### Routed metal, one color a layer

Only two layers are drawn.
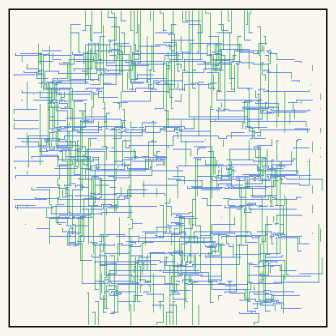
### Sequential cells colored by netlist name

Scale bar: 20 um. Other sequential cells in the stronger gray, the rest of the logic in the fainter gray.
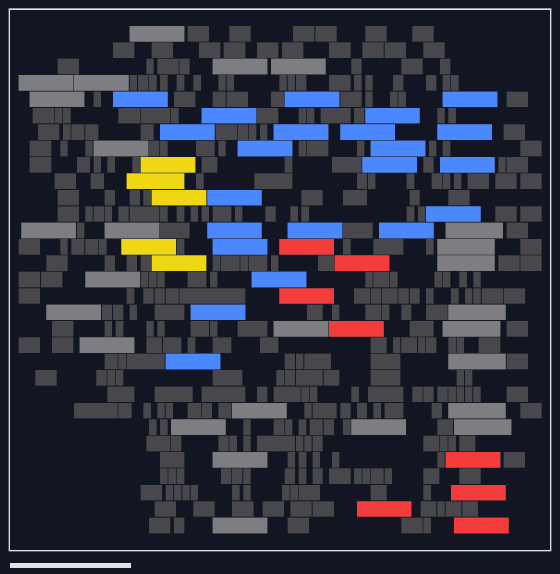
==> config.mk <==
export PLATFORM = sky130hd
export DESIGN_NAME = gbc_mbc1_mapper
export DESIGN_NICKNAME = d
export VERILOG_FILES = /design/src/rtl/gbc_mbc1_mapper.sv
export SDC_FILE = /design/constraint.sdc
export NUM_CORES = 1
export LEC_CHECK = 0
export ABC_AREA = 1
export CAP_MARGIN = 20
export CELL_PAD_IN_SITES_DETAIL_PLACEMENT = 0
export CELL_PAD_IN_SITES_GLOBAL_PLACEMENT = 1
export CORE_UTILIZATION = 39
export DETAILED_ROUTE_END_ITERATION = 12
export PLACE_DENSITY = 0.85
export SETUP_SLACK_MARGIN = 0.02
export SYNTH_ARGS = -nofsm -noshare
export SYNTH_HDL_FRONTEND = slang
export SYNTH_SLANG_ARGS = --single-unit
==> constraint.sdc <==
create_clock -name Clk -period 3.6 [get_ports Clk]
set_input_delay 0.54 -clock Clk [delete_from_list [all_inputs] [get_ports Clk]]
set_output_delay 0.54 -clock Clk [all_outputs]
set_load 0.02 [all_outputs]
==> metrics.yaml <==
route:
  antenna_left: 0
  wl_met1_um: 3250
  drtIter0Drc: 148
die:
  fp_util_pct: 40.8
  core_area_um2: 7330
run:
  maxCapViolations: 0
  openroad.warnings: 28
placement:
  placed_cell_area_um2: 3830
power:
  pg_clk_uw: 633
  clkPwrFrac_pct: 19.1
  switching_share_pct: 38.8
yosys:
  async_flop_share_pct: 100
  syn-num-nets: 374
  synthFlopType: "dfrtp_1"
  largest_area_cell: "dfrtp_1"
  adder_share_pct: 1.25
  ys_ff: 61
  syn_area_um2: 2990
hold_path:
  min_path_type: "reg -> reg"
clock_tree:
  cts.sinks: 61
  clk_transition_reported_paths_ns: 0.07
layout:
  comb_cells: 230
  final_cells: 516
  fillers: 658
  lay_top_cells: "nand2_1 (115), clkdlybuf4s50_1 (80), dfrtp_1 (52)"
  nets: 455
  n_all_inverters: 28
  largest_reg_flops: 22
worst_setup_path:
  cpMaxStageDelayCell: "clkdlybuf4s50_1"
sta:
  fmax_ghz: 0.383
  min_period_ns: 2.61
  setup_violations: 0
grt:
  grt_first_pass_wirelength_um: 11200
  grt_start_max_net_pins: 34
  grtUsageMet3_pct: 4.57
status:
  status: "finished, final reports clean"
About 'Routed metal, one color a layer':
color	layer	wire length
green	M2	3,120 um
blue	M1	3,250 um
via count: 2,491
Final Routed Wirelength: 6880 um
Total GRT Usage: 18.7%

About 'Sequential cells colored by netlist name':
color	netlist name	placed flops
red	`mem_rdata_q`	8
yellow	`bank_lo_q`	5
blue	`MemAddress`	22
not colored	26
Util after Layout: 55.2%
P_seq: 1.15 mW
sequential share of cell area: 38.0%

Power figures rest on the tool's default switching activity, not on a simulated workload.
